Figure 1. Routing congestion map (run 1).
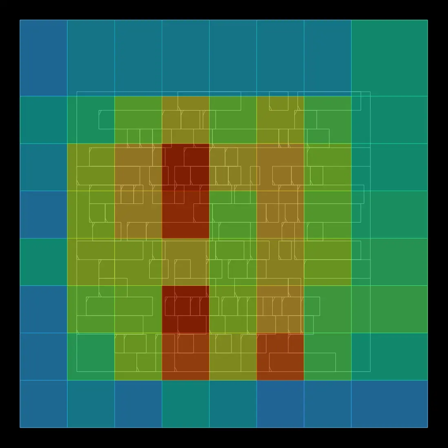
Figure 2. Clock distribution (run 1).
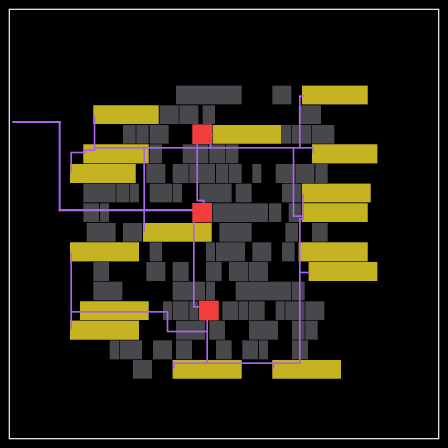
Figure 3. Wiring by layer (run 1).
Scale bar: 20 µm.
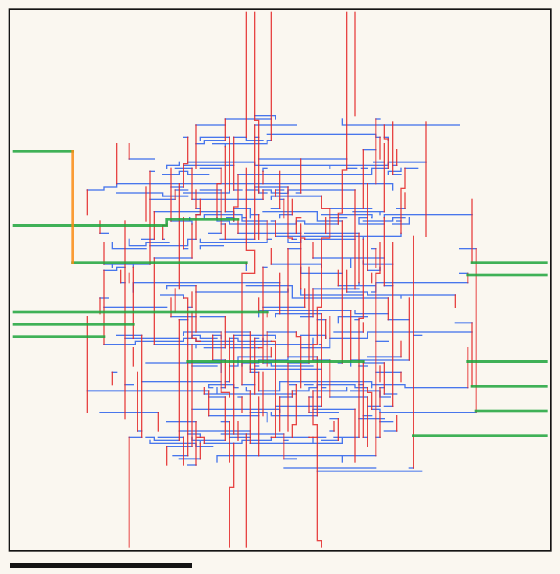
Figure 4. Gate families picked out (run 1).
Scale bar: 20 µm.
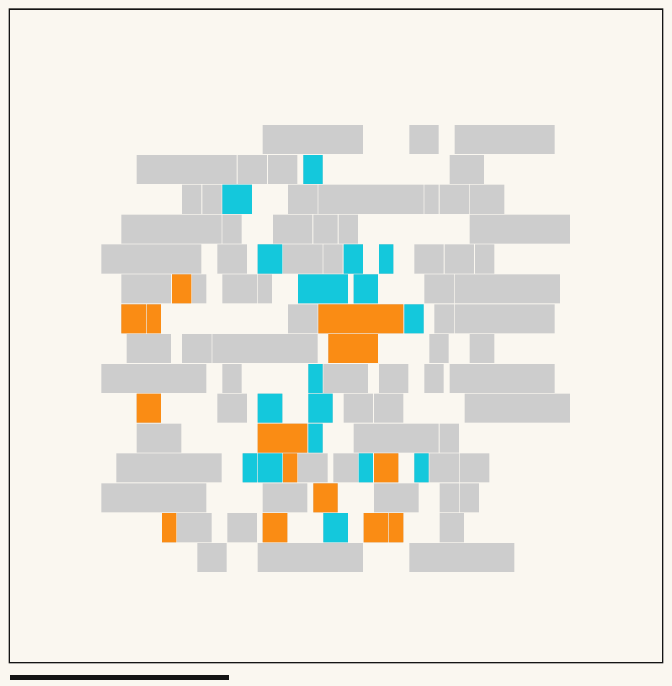
**src/rtl/prbs5_checker_sat_counter.sv**
```systemverilog
`default_nettype none
// ============================================================================
// Module   : sat_counter
// Brief    : Saturating up-counter with synchronous clear (clear has priority).
// Revision : 1.0
// ============================================================================
module sat_counter #(
  parameter int W = 16
) (
  input  logic         clk,
  input  logic         reset,
  input  logic         inc,
  input  logic         clr,
  output logic [W-1:0] q
);

  always_ff @(posedge clk or negedge reset) begin
    if (!reset) begin
      q <= '0;
    end else if (clr) begin
      q <= '0;
    end else if (inc && (q != {W{1'b1}})) begin
      q <= q + 1'b1;
    end
  end

endmodule
`default_nettype wire

```
**config.mk**
```make
export PLATFORM = sky130hd
export DESIGN_NAME = sat_counter
export DESIGN_NICKNAME = d
export VERILOG_FILES = /design/src/rtl/prbs5_checker_sat_counter.sv
export SDC_FILE = /design/constraint.sdc
export NUM_CORES = 1
export LEC_CHECK = 0
export CORE_MARGIN = 8
export CORE_UTILIZATION = 50
export DETAILED_ROUTE_END_ITERATION = 12
export DONT_BUFFER_PORTS = 1
export HOLD_SLACK_MARGIN = 0.02
export MAX_ROUTING_LAYER = met4
export SETUP_SLACK_MARGIN = 0.5
export SLEW_MARGIN = 20
export SYNTH_ARGS = -nofsm -noshare
export SYNTH_HDL_FRONTEND = slang
export SYNTH_SLANG_ARGS = --single-unit
```
**constraint.sdc**
```tcl
create_clock -name clk -period 2.4 [get_ports clk]
set_input_delay 0.72 -clock clk [delete_from_list [all_inputs] [get_ports clk]]
set_output_delay 0.72 -clock clk [all_outputs]
set_load 0.02 [all_outputs]
```
==> results.json, run 1 <==
{
  "slew_headroom_pct": 60.9,
  "worstSetupStartpointType": "flop",
  "dp_hpwl_um": 1500,
  "syn_inst": 98,
  "dp_slack_ns": 0.407,
  "crit_slowest_cell": "nor4_4",
  "drc_errors": 0,
  "top_cell_area_share_pct": 42.5,
  "first_global_vias": 772,
  "grt_max_degree": 23,
  "crit_path_max_fanout": 7,
  "synth_stat.cells": 98,
  "ioPinCount": 20,
  "cp.buffers_inverters": 0,
  "power.switching_w": 0.0000997,
  "synth_flops": 16,
  "drt_iter0_markers": 26,
  "cts_hold_buffers": 0,
  "largest_area_cell": "dfrtp_1",
  "cts.sinks": 16,
  "fp-row-count": 15,
  "intPower_w": 0.000337,
  "pwr-share-comb_pct": 4.3,
  "ant_nets": 0,
  "power.share.switching_pct": 22.8,
  "edf_count": 0,
  "endpoint_kind": "flop",
  "die_area_um2": 3530,
  "status": "complete, no violations",
  "worst_slew_pin_slew_ns": 0.586,
  "yosysUniqueCellTypes": 28,
  "clock_skew_ns": 0.000518,
  "antenna_found_initial": 0
}
-- Figure 1 (at the start) --
met3 Use GR: 4.12%
GR Layer Usage met2: 19.0%

-- Figure 2 (at the start) --
- clock drivers: red (count 3)
- clock wires: purple (length 224 µm)
- flip-flops: yellow (count 16)
- routed clock nets: 4
clock latency on the worst-skew pair: 0.28 ns
clock share of power: 32.3%

-- Figure 3 (at the start) --
- metal 3: green (wire length 177 µm)
- metal 1: blue (wire length 1040 µm)
- metal 4: orange (wire length 12.2 µm)
- metal 2: red (wire length 1010 µm)
gr usage total: 13.8%
via count: 805
DRT Wirelength: 2240 µm
WL/cell: 17.8 µm

-- Figure 4 (at the start) --
- nand cells: cyan (cells 17)
- nor cells: orange (cells 14)
fin cells: 126
dominant logic cell type in the layout: dfrtp_2
logic gate fraction of the total cell area: 51.2%

## run 1: per-layer routing
metal	share of wire [%]	GRT usage, %
met1	47	18.0
met2	45	19.0
met3	7.9	4.12
met4	0.54	6.48
met5	0	-
## run 1: path summary, 6_finish.rpt
path,from,endpoint,slack (ns)
max,q[10],q[9],0.53
min,reset,q[9],0.12
max reg2reg,q[10],q[9],0.53
min reg2reg,q[3],q[3],0.66
max in group asynchronous,reset,q[13],2.20
min in group clk,clr,q[12],0.48
## run 1: per-stage QoR
stage | instances | instance area [µm²] | total power [W] | hold WS (ns) | utilization, %
after floorplan | 98 | 942 | 0.000298 | 0.424 | -
after global placement | 122 | 977 | 0.000298 | 0.425 | 56.0
after detailed placement | 122 | 977 | 0.000299 | 0.425 | 56.0
after CTS | 125 | 1010 | 0.000445 | 0.102 | 58.1
after global routing | 126 | 1060 | 0.000457 | 0.0977 | 61.0
final | 126 | 1060 | 0.000437 | 0.120 | 61.0
## run 1: final cells by class
cell class,count,area (µm²)
clock buffer,3,22.5
fill,156,681
inverter,3,11.3
multi-input combinational,74,546
sequential,16,413
tap,25,31.3
timing repair buffer,5,41.3
## run 1: what timing repair did
item	CTS	global route
endpoints found under the setup margin	14	13
gates resized	3	15
hold endpoints to repair	0	0
pin swaps	0	4
buffers inserted	0	1
## run 1: cells by family after synthesis
kind of cell / after synthesis / synth area share (%)
mux: 4 / 4.78
flops: 16 / 42.5
simple gates: 45 / 31.2
compound gates: 24 / 16.2
buf+inv: 8 / 3.98
fa+ha+maj: 1 / 1.33
## run 1: power by group through the flow
stage	sequential, W	combinational, W	clock (W)
global route	0.000278	0.0000216	0.000158
floorplan	0.000283	0.0000152	0
global placement	0.000281	0.0000173	0
CTS	0.000277	0.0000184	0.000150
finish	0.000277	0.0000187	0.000141
detailed placement	0.000281	0.0000174	0
==> run 2: changes to the inputs <==
PLACE_DENSITY = 0.68   (was default)
clock period = 1.6 ns   (was 2.4 ns; I/O delays follow)
==> results.json, run 2 <==
{
  "ys_area_um2": 942,
  "dp_hpwl_um": 1990,
  "port_buffers": 0,
  "antenna_found_initial": 0,
  "grt_max_degree": 21,
  "synth_stat.cells": 98,
  "ioPinCount": 20,
  "synth_area_um2": 942,
  "place.gp.congestion": 0.837,
  "die_width_um": 59.4,
  "fp-row-count": 15,
  "avgSynthCellArea_um2": 9.61,
  "edf_count": 0,
  "cts_made_buffers": 3,
  "ys_warn_count": 0,
  "die_h_um": 59.4,
  "fp_util_pct": 54.0,
  "ys_seq_share_pct": 42.5,
  "lastStage": "5_1_grt",
  "dpl_cell_area_um2": 1250,
  "clockBufferDepth": 2,
  "synth_flops": 16,
  "syn_inst": 98,
  "worst-ep-kind": "register data pin",
  "status": "did not finish",
  "cts.sinks": 16,
  "area_leaders": "dfrtp_1 (42%), a21oi_1 (5.8%), o31ai_1 (5.6%)",
  "ctsRootBufferMaster": "clkbuf_4",
  "tool.error": "[ERROR DPL-0033] detailed placement checks failed during check placement.",
  "postGrtWorstEndpoint": "q[6]$_DFFE_PN0P_/D",
  "common_cells": "dfrtp_1 (16), a21oi_1 (11), o31ai_1 (7)",
  "yosysMostFrequentCell": "dfrtp_1",
  "largest_area_cell": "dfrtp_1",
  "htree_levels": 1,
  "synth_async_sr_flop_share_pct": 100,
  "top_cell_area_share_pct": 42.5,
  "yosysUniqueCellTypes": 28
}
run 2: cell counts after synthesis:
Identical to the previous run, type by type.
run 2: timing repair:
| item | 4_1_cts |
|---|---|
| hold buffers | 1 |
| pin swaps | 17 |
| endpoints found under the hold margin | 16 |
| gates resized | 31 |
| buffers inserted | 10 |
| cloned | 0 |
| setup endpoints to repair | 32 |
run 2: logic make-up after synthesis:
logic type / count (synthesis) / share of synthesized area, %
muxes: 4 / 4.78
adders and majority gates: 1 / 1.33
and+or+nand+nor: 45 / 31.2
DFF: 16 / 42.5
AOI/OAI and AO/OA: 24 / 16.2
buffers and inverters: 8 / 3.98
run 2: metrics by stage:
step	worst slack (ns)	hold slack (ns)	util, %	std cells	setup TNS, ns
4_1_cts	-0.0931	0.222	86.8	166	-0.670
3_5_place_dp	-0.170	0.185	71.5	151	-0.572
3_3_place_gp	-0.0958	0.185	71.5	151	-0.408
2_1_floorplan	-0.0566	0.184	-	98	-0.253
==> run 3: changes to the inputs <==
CORE_AREA = 8 8 69 71   (was default)
CORE_MARGIN = default   (was 8)
CORE_UTILIZATION = default   (was 50)
DIE_AREA = 0 0 77 79   (was default)
HOLD_SLACK_MARGIN = default   (was 0.02)
MAX_ROUTING_LAYER = default   (was met4)
PLACE_DENSITY = default   (was 0.68)
PLACE_DENSITY_LB_ADDON = 0.15   (was default)
SETUP_SLACK_MARGIN = default   (was 0.5)
clock period = 2.1 ns   (was 1.6 ns; I/O delays follow)
Figure 5. Gate families picked out (run 3).
Scale bar: 20 µm.
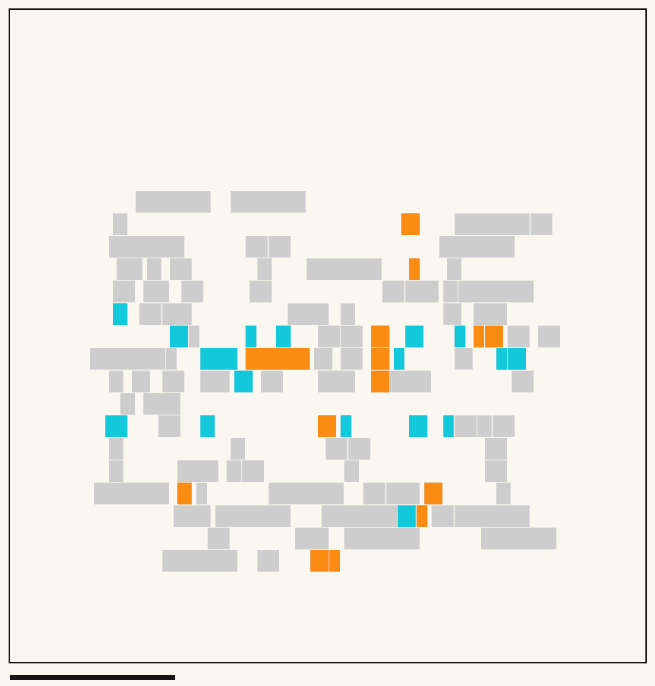
- nor cells: orange (cells 14)
- nand cells: cyan (cells 17)
fin cells: 162
logic gate fraction of the total cell area: 44.2%

Figure 6. Clock distribution (run 3).
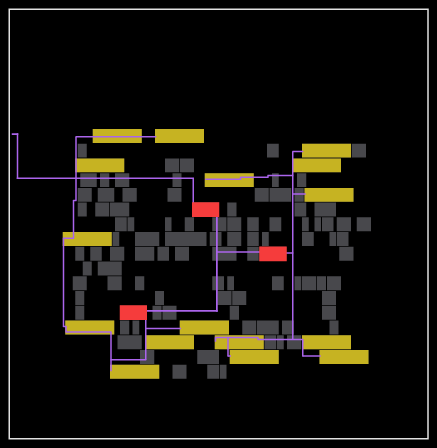
clock latency on the worst-skew pair: 0.25 ns
clock share of power: 41.1%
clock-net power: 0.000237 W
Worst Skew: 0.00201 ns

==> results.json, run 3 <==
{
  "status": "complete, no violations",
  "yosysMostFrequentCell": "dfrtp_1",
  "reg_top3": "q x16",
  "grt_max_degree": 21,
  "top_cell_area_share_pct": 42.5,
  "clockBufferDepth": 2,
  "synth_flops": 16,
  "ys_seq_share_pct": 42.5,
  "ioPinCount": 20,
  "cts_made_buffers": 3,
  "synth_area_um2": 942,
  "largest_area_cell": "dfrtp_1",
  "antenna_found_initial": 0,
  "avgSynthCellArea_um2": 9.61,
  "edf_count": 0,
  "ctsRootBufferMaster": "clkbuf_8",
  "common_cells": "dfrtp_1 (16), a21oi_1 (11), o31ai_1 (7)",
  "ys_area_um2": 942,
  "dp_hpwl_um": 1950,
  "cts_setup_buffers": 0,
  "synth_async_sr_flop_share_pct": 100,
  "yosysUniqueCellTypes": 28,
  "synth_stat.cells": 98,
  "die_h_um": 79,
  "cts.sinks": 16,
  "pwr-share-comb_pct": 4.7,
  "htree_levels": 1,
  "syn_inst": 98,
  "die_area_um2": 6080,
  "fp-row-count": 23
}
[run 3: cell counts after synthesis]
Identical to the previous run, type by type.
[run 3: worst max-delay path by stage]
stage                 end  start  slack [ns]
CTS                  q[3]  q[10]        0.24
global route        q[13]   q[0]        0.14
finish              q[13]   q[0]        0.26
global placement    q[15]  q[10]        0.28
floorplan           q[15]   q[0]        0.22
detailed placement   q[3]  q[10]        0.25
[run 3: area by class of cell]
| cell class | instances | share of cell area [%] |
|---|---|---|
| Inverter | 3 | 0.988 |
| Timing Repair Buffer | 16 | 10.5 |
| Multi-Input combinational cell | 74 | 44.2 |
| Tap cell | 50 | 5.49 |
| Clock buffer | 3 | 3.62 |
| Sequential cell | 16 | 35.1 |
[run 3: routing by layer]
layer,vias to the layer above,GRT usage [%]
met3,5,4.74
li1,409,-
met2,20,15.5
met1,417,10.2
met5,-,0
met4,0,2.83
[run 3: kinds of logic (layout without fill, tap and decap cells)]
| logic type | after synthesis | count (layout) | share of synthesized area (%) |
|---|---|---|---|
| AOI/OAI and AO/OA | 24 | 24 | 16.2 |
| adders and majority gates | 1 | 1 | 1.33 |
| buffers and inverters | 8 | 22 | 3.98 |
| DFF | 16 | 16 | 42.5 |
| muxes | 4 | 4 | 4.78 |
| and+or+nand+nor | 45 | 45 | 31.2 |
[run 3: stage by stage]
stage	worst slack, ns	instances	area (µm²)	power [W]
2_1_floorplan	0.217	98	942	0.000341
3_3_place_gp	0.276	159	1100	0.000345
3_5_place_dp	0.253	159	1100	0.000346
4_1_cts	0.240	162	1140	0.000588
5_1_grt	0.140	162	1140	0.000600
6_report	0.261	162	1140	0.000577
[run 3: critical path: cells and delay by family, from the launching register on]
family / cells / cell delay (ns)
muxes: 1 / 0.36
DFF: 1 / 0.34
buffers and inverters: 1 / 0.17
and+or+nand+nor: 3 / 0.84
==> run 4: changes to the inputs <==
GPL_ROUTABILITY_DRIVEN = 0   (was default)
Figure 7. Wiring by layer (run 4).
Scale bar: 20 µm.
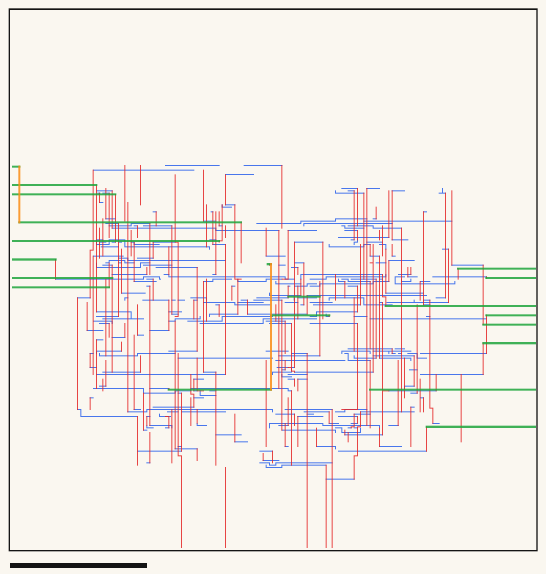
- metal 3: green (wire length 256 µm)
- metal 2: red (wire length 1270 µm)
- metal 1: blue (wire length 1070 µm)
- metal 4: orange (wire length 26.5 µm)
DRT Wirelength: 2630 µm
WL/cell: 16.2 µm
gr usage total: 9.32%
via count: 851

Figure 8. Gate families picked out (run 4).
Scale bar: 20 µm.
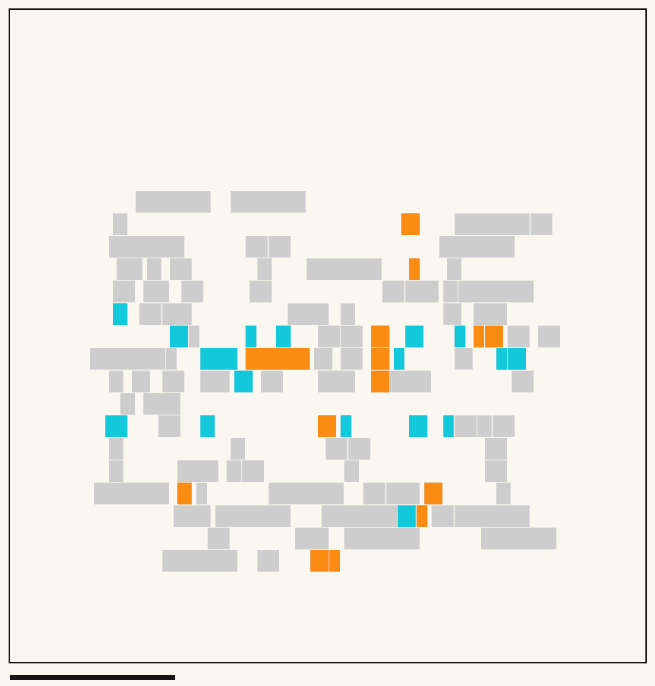
- nand cells: cyan (cells 17)
- nor cells: orange (cells 14)

==> results.json, run 4 <==
{
  "startpoint": "q[0]",
  "die_h_um": 79,
  "ys_area_um2": 942,
  "cts.sinks": 16,
  "clkPwrFrac_pct": 41.1,
  "reg_top3": "q x16",
  "dpl_cell_area_um2": 1100,
  "slew_violations": 0,
  "tool_warnings": 26,
  "pwr-share-comb_pct": 4.7,
  "top_cell_area_share_pct": 42.5,
  "largest_area_cell": "dfrtp_1",
  "layout_min_cycle_time_ns": 1.84,
  "fp-row-count": 23,
  "antenna_found_initial": 0,
  "ctsRootBufferMaster": "clkbuf_8",
  "synth_area_um2": 942,
  "ant_nets": 0,
  "clockBufferDepth": 2,
  "drt_iter0_markers": 24,
  "cts_made_buffers": 3,
  "finalInstanceArea_um2": 1140,
  "synth_async_sr_flop_share_pct": 100,
  "synth_flops": 16,
  "status": "complete, no violations",
  "max_freq_ghz": 0.544,
  "yosysUniqueCellTypes": 28,
  "edf_count": 0,
  "common_cells": "dfrtp_1 (16), a21oi_1 (11), o31ai_1 (7)",
  "crit_end": "q[13]",
  "worstReg2RegStart": "q[0]",
  "ioPinCount": 20,
  "avgSynthCellArea_um2": 9.61,
  "clock_skew_ns": 0.00201,
  "grt_max_degree": 21,
  "syn_inst": 98,
  "cts_setup_buffers": 0,
  "htree_levels": 1,
  "yosysMostFrequentCell": "dfrtp_1"
}
[run 4: cell counts in the layout (fill, tap and decap cells not counted)]
Identical to the previous run, type by type.
[run 4: through the flow]
stage	setup slack, ns	instances	power, W
after floorplan	0.217	98	0.000341
after global placement	0.276	159	0.000345
after detailed placement	0.253	159	0.000346
after CTS	0.240	162	0.000588
after global routing	0.140	162	0.000600
final	0.261	162	0.000577
[run 4: critical path, cell delays in order, from the launching register on]
cell	delay [ns]
dfrtp_1	0.34
buf_4	0.17
and4_2	0.25
nand4_1	0.21
nor4_1	0.38
mux2_1	0.36
[run 4: final cells by class]
type / instances / area [µm²] / share of cell area [%]
multi-input combinational: 74 / 504 / 44.2
sequential: 16 / 400 / 35.1
timing repair buffer: 16 / 120 / 10.5
tap: 50 / 62.6 / 5.49
clock buffer: 3 / 41.3 / 3.62
inverter: 3 / 11.3 / 0.988
[run 4: per-layer routing]
| metal | part of all wire (%) | vias to the layer above | GRT usage, % | routed length [µm] |
|---|---|---|---|---|
| li1 | - | 409 | - | - |
| met1 | 41 | 417 | 10.2 | 1070 |
| met2 | 48 | 20 | 15.5 | 1270 |
| met3 | 9.8 | 5 | 4.74 | 256 |
| met4 | 0.99 | 0 | 2.83 | 26 |
| met5 | 0 | - | 0 | 0 |
[run 4: logic make-up (layout without fill, tap and decap cells)]
group / Yosys count / after routing / share of synthesized area (%)
flip-flops: 16 / 16 / 42.5
AND-OR/OR-AND: 24 / 24 / 16.2
multiplexers: 4 / 4 / 4.78
adder cells (fa/ha/maj): 1 / 1 / 1.33
buffers and inverters: 8 / 22 / 3.98
AND/OR/NAND/NOR: 45 / 45 / 31.2

==> gallery <==
Cell area per tile.
panel A
12 x 12 tiles, from dark blue (low) to red (high), 0 to 100% covered.
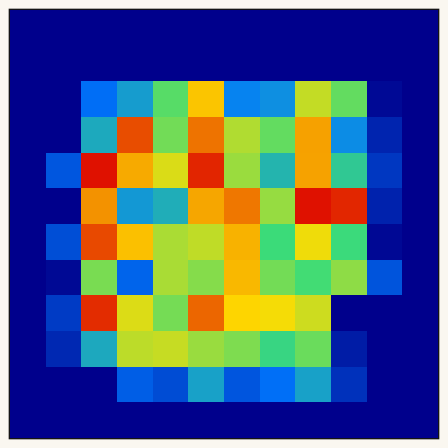
panel B
8 x 8 tiles, from dark blue (low) to red (high), 0 to 100% covered.
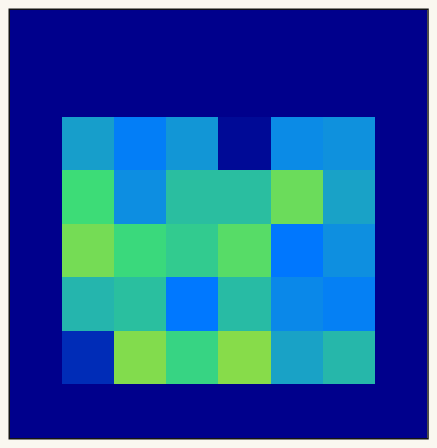
Of these, highest utilization: panel A
- run 3 = panel B
- run 1 = panel A

Power and IR drop assume default switching activity.
